`config.mk`:
```
export PLATFORM = sky130hd
export DESIGN_NAME = inst_fetch_ctrl
export DESIGN_NICKNAME = d
export VERILOG_FILES = /design/src/rtl/inst_fetch_ctrl.sv
export SDC_FILE = /design/constraint.sdc
export NUM_CORES = 1
export LEC_CHECK = 0
export CAP_MARGIN = 25
export CORE_MARGIN = 2
export CORE_UTILIZATION = 45
export CTS_CLUSTER_DIAMETER = 60
export DETAILED_ROUTE_END_ITERATION = 8
export HOLD_SLACK_MARGIN = 0.15
export PLACE_DENSITY = 0.82
export SYNTH_ARGS = -nofsm -noshare
export SYNTH_HDL_FRONTEND = slang
export SYNTH_SLANG_ARGS = --single-unit
export TNS_END_PERCENT = 20
```
`constraint.sdc`:
```
create_clock -name clock -period 9.6 [get_ports clock]
set_clock_uncertainty 0.15 [all_clocks]
set_input_delay 1.92 -clock clock [delete_from_list [all_inputs] [get_ports clock]]
set_output_delay 1.92 -clock clock [all_outputs]
set_load 0.02 [all_outputs]
```
`src/rtl/inst_fetch_ctrl.sv`:
```
// Byte-serial instruction fetch: assembles four little-endian bytes from a
// registered-read memory into a 32-bit instruction, with stall and redirect.
module inst_fetch_ctrl #(
  parameter logic [31:0] RESET_PC  = 32'h0000_0000,
  parameter logic [31:0] MEM_BYTES = 32'd32
) (
  input  logic        clock,
  input  logic        reset_n,
  input  logic        start,
  output logic [31:0] mem_addr,
  input  logic [7:0]  mem_data,
  output logic [31:0] instr,
  output logic [31:0] instr_pc,
  output logic        instr_valid,
  input  logic        instr_ready,
  input  logic        branch_valid,
  input  logic [31:0] branch_target,
  output logic        done
);

  typedef enum logic [1:0] {IDLE, FETCH, HOLD, DONE} state_e;

  state_e      state_q, state_d;
  logic [31:0] pc_q, pc_d;
  logic [2:0]  cnt_q, cnt_d;
  logic [31:0] instr_q, instr_d;
  logic [31:0] instr_pc_q, instr_pc_d;
  logic [31:0] redirect_pc;
  logic [31:0] branch_pc;
  logic        do_redirect;

  always_ff @(posedge clock or negedge reset_n) begin
    if (!reset_n) begin
      state_q    <= IDLE;
      pc_q       <= RESET_PC;
      cnt_q      <= 3'd0;
      instr_q    <= 32'd0;
      instr_pc_q <= 32'd0;
    end else begin
      state_q    <= state_d;
      pc_q       <= pc_d;
      cnt_q      <= cnt_d;
      instr_q    <= instr_d;
      instr_pc_q <= instr_pc_d;
    end
  end

  assign branch_pc = branch_target & 32'hFFFF_FFFC;

  always_comb begin
    state_d     = state_q;
    pc_d        = pc_q;
    cnt_d       = cnt_q;
    instr_d     = instr_q;
    instr_pc_d  = instr_pc_q;
    redirect_pc = pc_q;
    do_redirect = 1'b0;

    case (state_q)
      IDLE, DONE: begin
        if (start) begin
          state_d = FETCH;
          pc_d    = RESET_PC;
          cnt_d   = 3'd0;
        end
      end
      FETCH: begin
        if (branch_valid) begin
          do_redirect = 1'b1;
          redirect_pc = branch_pc;
        end else begin
          // Memory read is registered, so the byte arriving at cnt=k was
          // addressed at cnt=k-1.
          case (cnt_q)
            3'd1:    instr_d[7:0]   = mem_data;
            3'd2:    instr_d[15:8]  = mem_data;
            3'd3:    instr_d[23:16] = mem_data;
            3'd4:    instr_d[31:24] = mem_data;
            default: ;
          endcase
          if (cnt_q == 3'd4) begin
            state_d    = HOLD;
            cnt_d      = 3'd0;
            instr_pc_d = pc_q;
          end else begin
            cnt_d = cnt_q + 3'd1;
          end
        end
      end
      HOLD: begin
        if (instr_ready) begin
          do_redirect = 1'b1;
          redirect_pc = branch_valid ? branch_pc : pc_q + 32'd4;
        end
      end
      default: state_d = IDLE;
    endcase

    if (do_redirect) begin
      pc_d    = redirect_pc;
      cnt_d   = 3'd0;
      state_d = (redirect_pc >= MEM_BYTES) ? DONE : FETCH;
    end
  end

  always_comb begin
    mem_addr = pc_q;
    if (state_q == FETCH) begin
      mem_addr = (cnt_q == 3'd4) ? pc_q + 32'd3 : pc_q + {29'd0, cnt_q};
    end
  end

  assign instr       = instr_q;
  assign instr_pc    = instr_pc_q;
  assign instr_valid = (state_q == HOLD);
  assign done        = (state_q == DONE);

endmodule

```
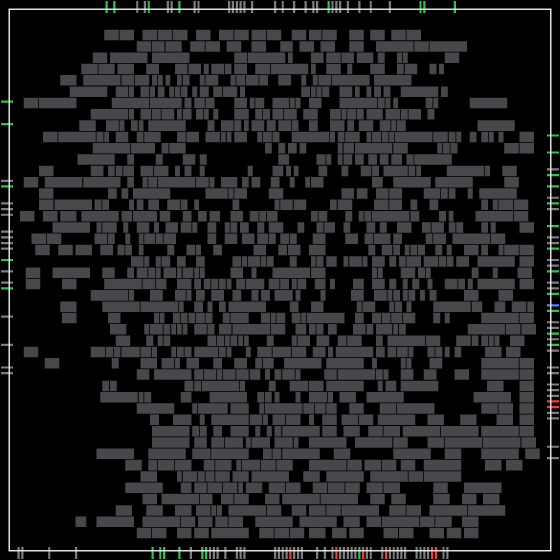
**Above:** run 1 (I/O pins on the die edge).
Pins as bars across the die edge, other pins in gray.
- `instr_pc`: green (pins 32; direction output; edge 12 right, 8 top, 7 bottom, 5 left)
- `branch_valid`: blue (pins 1; direction input; edge right)
- `mem_data`: red (pins 8; direction input; edge 6 bottom, 2 right)
die y size: 130 um
die width: 130 um
Port Buf Inserts: 140

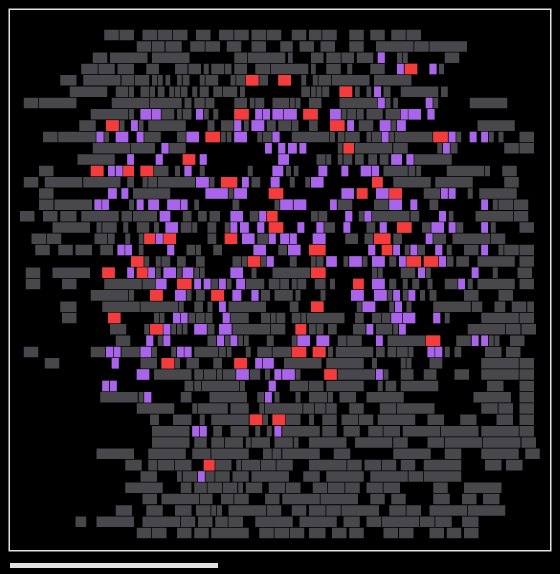
**Above:** run 1 (gate-type map).
The bar under the picture is 50 um long.
- non-inverting ao/oa cells: red (cells 53; most used a31o_2)
- aoi and oai cells: purple (cells 185; most used o21ai_0)
Finished Layout Cells: 1130
Comb/total area: 0.470

==> impl_metrics.ini, run 1 <==
; implementation run metrics
[detailed_routing]
firstDrtPassIters = 6
initialDrtViolationCount = 995

[final_timing]
maxSlewViolCount = 0
whs_ns = 0.328
min_period_ns = 6.40
max_freq_ghz = 0.156
fin_tns_setup_ns = 0
finalClockPeriodUsage = 0.667

[cells_and_area]
buf_share = 0.167
final_common_cell = clkdlybuf4s50_1
clk_share = 0.0360
lay_top_cells = clkdlybuf4s50_1, dfrtp_1, nand2_1
seq_cells = 101
n_all_buffers = 152
nMultiInputCombCells = 621

[clock_tree]
clock_tree.htree_level_count = 3
clock_sinks = 101
ctsHoldBuffers = 0

[critical_path]
path_cells = inv_1 -> ha_1 -> nand2_1 -> nand2_1 -> ha_1 -> a21o_1 -> a21oi_1 -> nand4b_1 -> or3_1 -> nor2_1 -> and2_1 -> nand2_1 -> xnor2_1 -> clkdlybuf4s50_1
critPathMostFrequentCell = nand2_1
r2r_slack_ns = 5.80

[yosys]
ff_type = dfrtp_1
yosysMostFrequentCell = dfrtp_1
top_cells_by_count = dfrtp_1, nand2_1, o21ai_0
syn_area_sq_um = 7120
synthMuxAreaShare = 0.106
ys_top_logic_family = AND-OR/OR-AND gates
top_area_cell = dfrtp_1

[run_status]
outcome = complete, no violations

[grt]
grt_usage = 0.290
antenna_found_initial = 0

[pwr]
powerComb_uw = 1480
p_int_uw = 1440
combPwrFrac = 0.547
seq_power_share = 0.311

[floorplanning]
fp.dieArea_sq_um = 16800

[place]
routabilityCongestion = 1.03
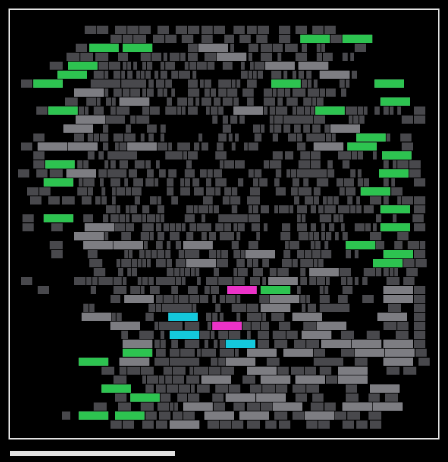
**Above:** run 1 (sequential cells colored by netlist name).
The bar under the picture is 50 um long. Other sequential cells in the stronger gray, the rest of the logic in the fainter gray.
- `instr_pc`: green (sequential cells 32; where spread over the die)
- `state_q`: magenta (sequential cells 2)
- `cnt_q`: cyan (sequential cells 3)
- not colored: 64
seq pwr: 843 uW
FF+latch area: 2530 sq um
final core occ: 0.579

**Run 1: clock routing**

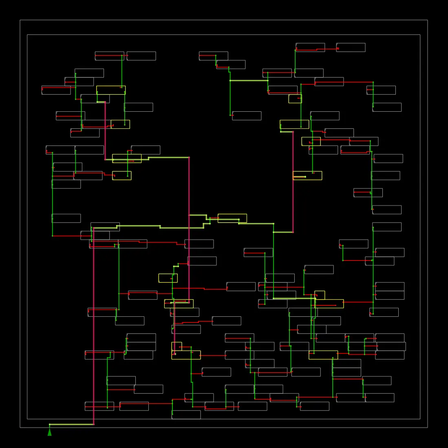

==> inputs of run 2 (changes only) <==
Clock period 9.6 ns to 6.1 ns, I/O delays scaled along.
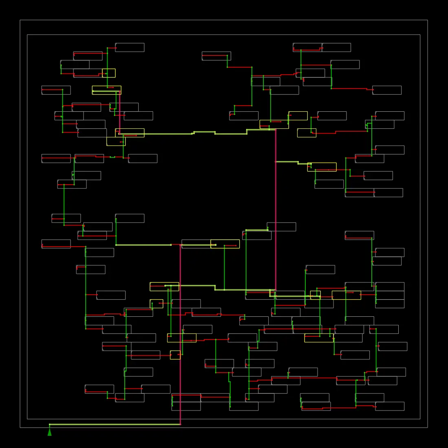
**Above:** run 2 (clock routing).
clk ins delay skew pair: 0.37 ns
P_clk: 606 uW
Clock Sinks: 101

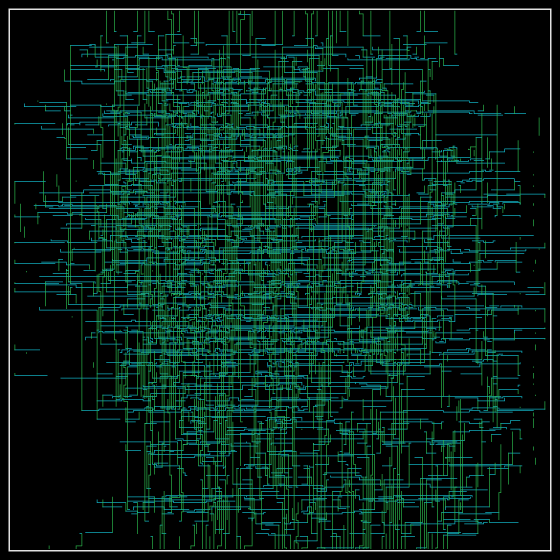
**Above:** run 2 (wiring by layer).
Two of the layers only.
- M2: green (wire length 10600 um)
- M1: cyan (wire length 10100 um)
Via Count: 7201
GRT Overall Usage: 0.291
drt wl/cell: 21.3 um
routed wire length: 24.2 mm

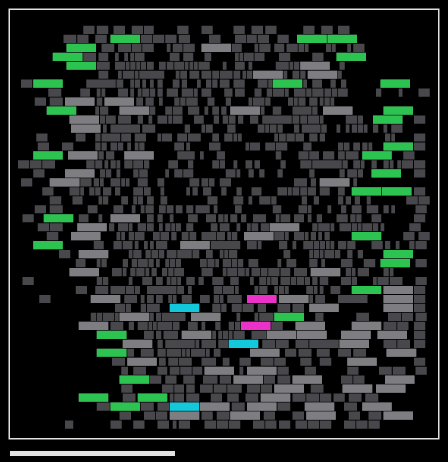
**Above:** run 2 (sequential cells colored by netlist name).
The bar under the picture is 50 um long. Other sequential cells in the stronger gray, the rest of the logic in the fainter gray.
- `instr_pc`: green (sequential cells 32; where spread over the die)
- `cnt_q`: cyan (sequential cells 3)
- `state_q`: magenta (sequential cells 2)
- not colored: 64
seq pwr: 1330 uW
final core occ: 0.581

==> impl_metrics.ini, run 2 <==
; implementation run metrics
[yosys]
yosysWarnings = 0
async_flop_share = 1.00
syn_area_sq_um = 7120
synthMuxAreaShare = 0.106
top_area_cell = dfrtp_1
top_cells_by_count = dfrtp_1, nand2_1, o21ai_0
ys_chip_area_sq_um = 7120
ff_type = dfrtp_1
floorplan.nets = 887
yosys-top-cells-area = dfrtp_1, mux2_2, nand2_1, o21ai_0, a21oi_1
synth_area_per_cell_sq_um = 8.59
ys.flops = 101
ys_cells = 829
synth_cells = 829
ys_top_logic_family = AND-OR/OR-AND gates
yosysMostFrequentCell = dfrtp_1

[cells_and_area]
n_all_buffers = 155
buf_share = 0.169
clk_share = 0.0353
sh_seq_area = 0.284
dominant_cells = combinational gates
logic_area_sq_um = 4170
final_common_cell = clkdlybuf4s50_1
seq_cells = 101
final_cells = 1133
lay_top_cells = clkdlybuf4s50_1, dfrtp_1, nand2_1
syn_to_final_growth_pct = 24.9
nFillCells = 1412
nMultiInputCombCells = 621
seq_area_sq_um = 2530
comb_share = 0.469

[hold_path]
hp-start = instr_pc[6]$_DFFE_PN0P_
worstHoldPathCells = 2
hold_path.class = reg2reg

[critical_path]
cp_data_required_time_ns = 4.73
crit_start = cnt_q[0]$_DFFE_PN0P_
reg2regPathDepth = 10
cpPeakStageDelay_ns = 0.65
critPathMostFrequentCell = nand2_1
path_buffers = 2
critPathLaunchType = register
r2r_slack_ns = 2.04
path_cells = inv_1 -> ha_1 -> nand2_1 -> nand2_1 -> ha_1 -> a21o_1 -> a21oi_1 -> nand4b_1 -> or3_1 -> nor2_1 -> and2_1 -> nand2_1 -> xnor2_1 -> clkdlybuf4s50_1

[final_timing]
maxSlewViolCount = 0
hold_viol = 0
finalClockPeriodUsage = 0.927
fin_tns_setup_ns = 0
whs_ns = 0.333
setup_viol = 0
max_freq_ghz = 0.177
min_period_ns = 5.65
worst_pin_slew_ns = 0.895
grt_setup_unrepaired = false

[pwr]
power_uw = 4280
seq_power_share = 0.311
powerComb_uw = 2340
p_int_uw = 2260
combPwrFrac = 0.547
leakage_uw = 0.00362

[floorplanning]
tap_cells = 211
fp.dieW_um = 130
ioPinCount = 143
core_sq_um = 15300
fp.dieArea_sq_um = 16800
die_h_um = 130

[place]
preCtsSetupSlack_ns = 0.919
portBuffers = 140
dp.cells = 1117
routabilityCongestion = 1.04

[clock_tree]
cts_buffer_depth = 2
ctsHoldBuffers = 0
clock_tree.htree_level_count = 3
clkSlewWorstSetupHoldPaths_ns = 0.08
clock-root-buffer = clkbuf_16

[run_status]
outcome = complete, no violations

[detailed_routing]
top_layer = met4
initialDrtViolationCount = 1135
via_per_inst = 6.36
firstDrtPassIters = 8
ant_nets = 0
wl_met2_mm = 10.6
wl_met3_mm = 2.68

[grt]
antenna_found_initial = 0
grt_max_degree = 67
overflow = 0
grt_pass1_wl_mm = 37.7
grt_pass1_vias = 6645
use_met2 = 0.424

[flow_run]
cap_violations = 0
warnings = 33
**Run 2: I/O pins on the die edge**

Pins as bars across the die edge, other pins in gray.
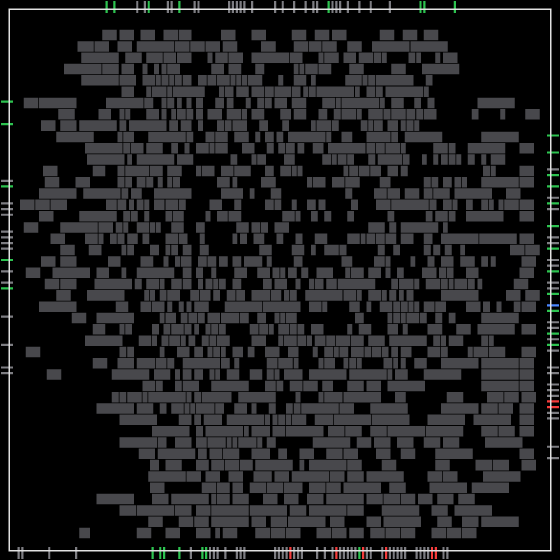

==> inputs of run 3 (changes only) <==
Settings changed: PLACE_DENSITY 0.82 to 0.85, RECOVER_POWER from default to 100.
Clock period 6.1 ns to 4.8 ns, I/O delays scaled along.
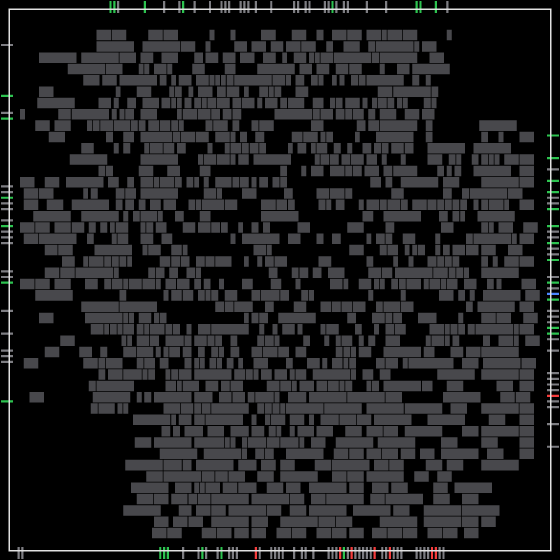
**Above:** run 3 (I/O pins on the die edge).
Pins as bars across the die edge, other pins in gray.

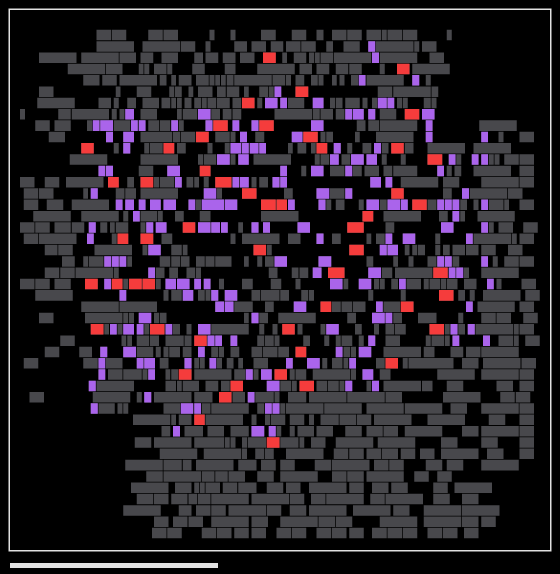
**Above:** run 3 (gate-type map).
The bar under the picture is 50 um long.
- aoi and oai cells: purple (cells 185; most used o21ai_0)
- non-inverting ao/oa cells: red (cells 53; most used a31o_2)
Finished Layout Cells: 1150
Commonest Layout Cell: dfrtp_1

==> impl_metrics.ini, run 3 <==
; implementation run metrics
[run_status]
outcome = finished, violations left
violations = max-capacitance violations, max-slew violations

[clock_tree]
clock_sinks = 101
cts_buffer_depth = 2
ctsHoldBuffers = 0

[pwr]
seq_power_share = 0.301
combPwrFrac = 0.549
power_uw = 5380
p_int_uw = 2830
powerComb_uw = 2950

[floorplanning]
core_sq_um = 15300
fp.dieArea_sq_um = 16800
tap_cells = 211

[critical_path]
path_cells = inv_1 -> ha_1 -> nand2_1 -> nand2_1 -> ha_1 -> a21o_1 -> a21oi_1 -> nand4b_1 -> or3_4 -> nor2_2 -> and2_2 -> nand2_1 -> xnor2_1 -> clkdlybuf4s15_1
crit_start = cnt_q[1]$_DFFE_PN0P_
cp_data_required_time_ns = 3.69
critPathLaunchType = register
reg2regPathDepth = 8
critPathMostFrequentCell = nand2_1
path_buffers = 2
cpPeakStageDelay_ns = 0.48

[final_timing]
hold_viol = 0
maxSlewViolCount = 110
worst_pin_slew_ns = 1.68
fin_tns_setup_ns = 0
min_period_ns = 4.67

[detailed_routing]
via_per_inst = 6.24
wire_per_inst_um = 21.5
vias = 7172

[yosys]
ys_cells = 829
top_cells_by_count = dfrtp_1, nand2_1, o21ai_0
ff_type = dfrtp_1
synth_cells = 829
floorplan.nets = 887

[cells_and_area]
nMultiInputCombCells = 621
comb_share = 0.467
seq_area_sq_um = 2530

[grt]
grt_pass1_vias = 6639
grt_max_degree = 80
grt_pass1_wl_mm = 38.4
overflow = 0

[hold_path]
hp-start = instr_pc[15]$_DFFE_PN0P_

[flow_run]
cap_violations = 2

[place]
preCtsSetupSlack_ns = 0.197
portBuffers = 140
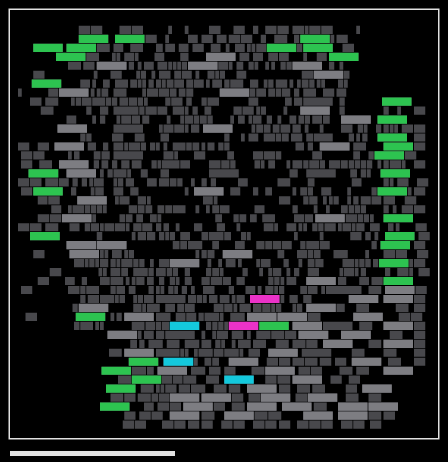
**Above:** run 3 (sequential cells colored by netlist name).
The bar under the picture is 50 um long. Other sequential cells in the stronger gray, the rest of the logic in the fainter gray.
final core occ: 0.586
sequential share of cell area: 0.282

Power and IR drop assume default switching activity.
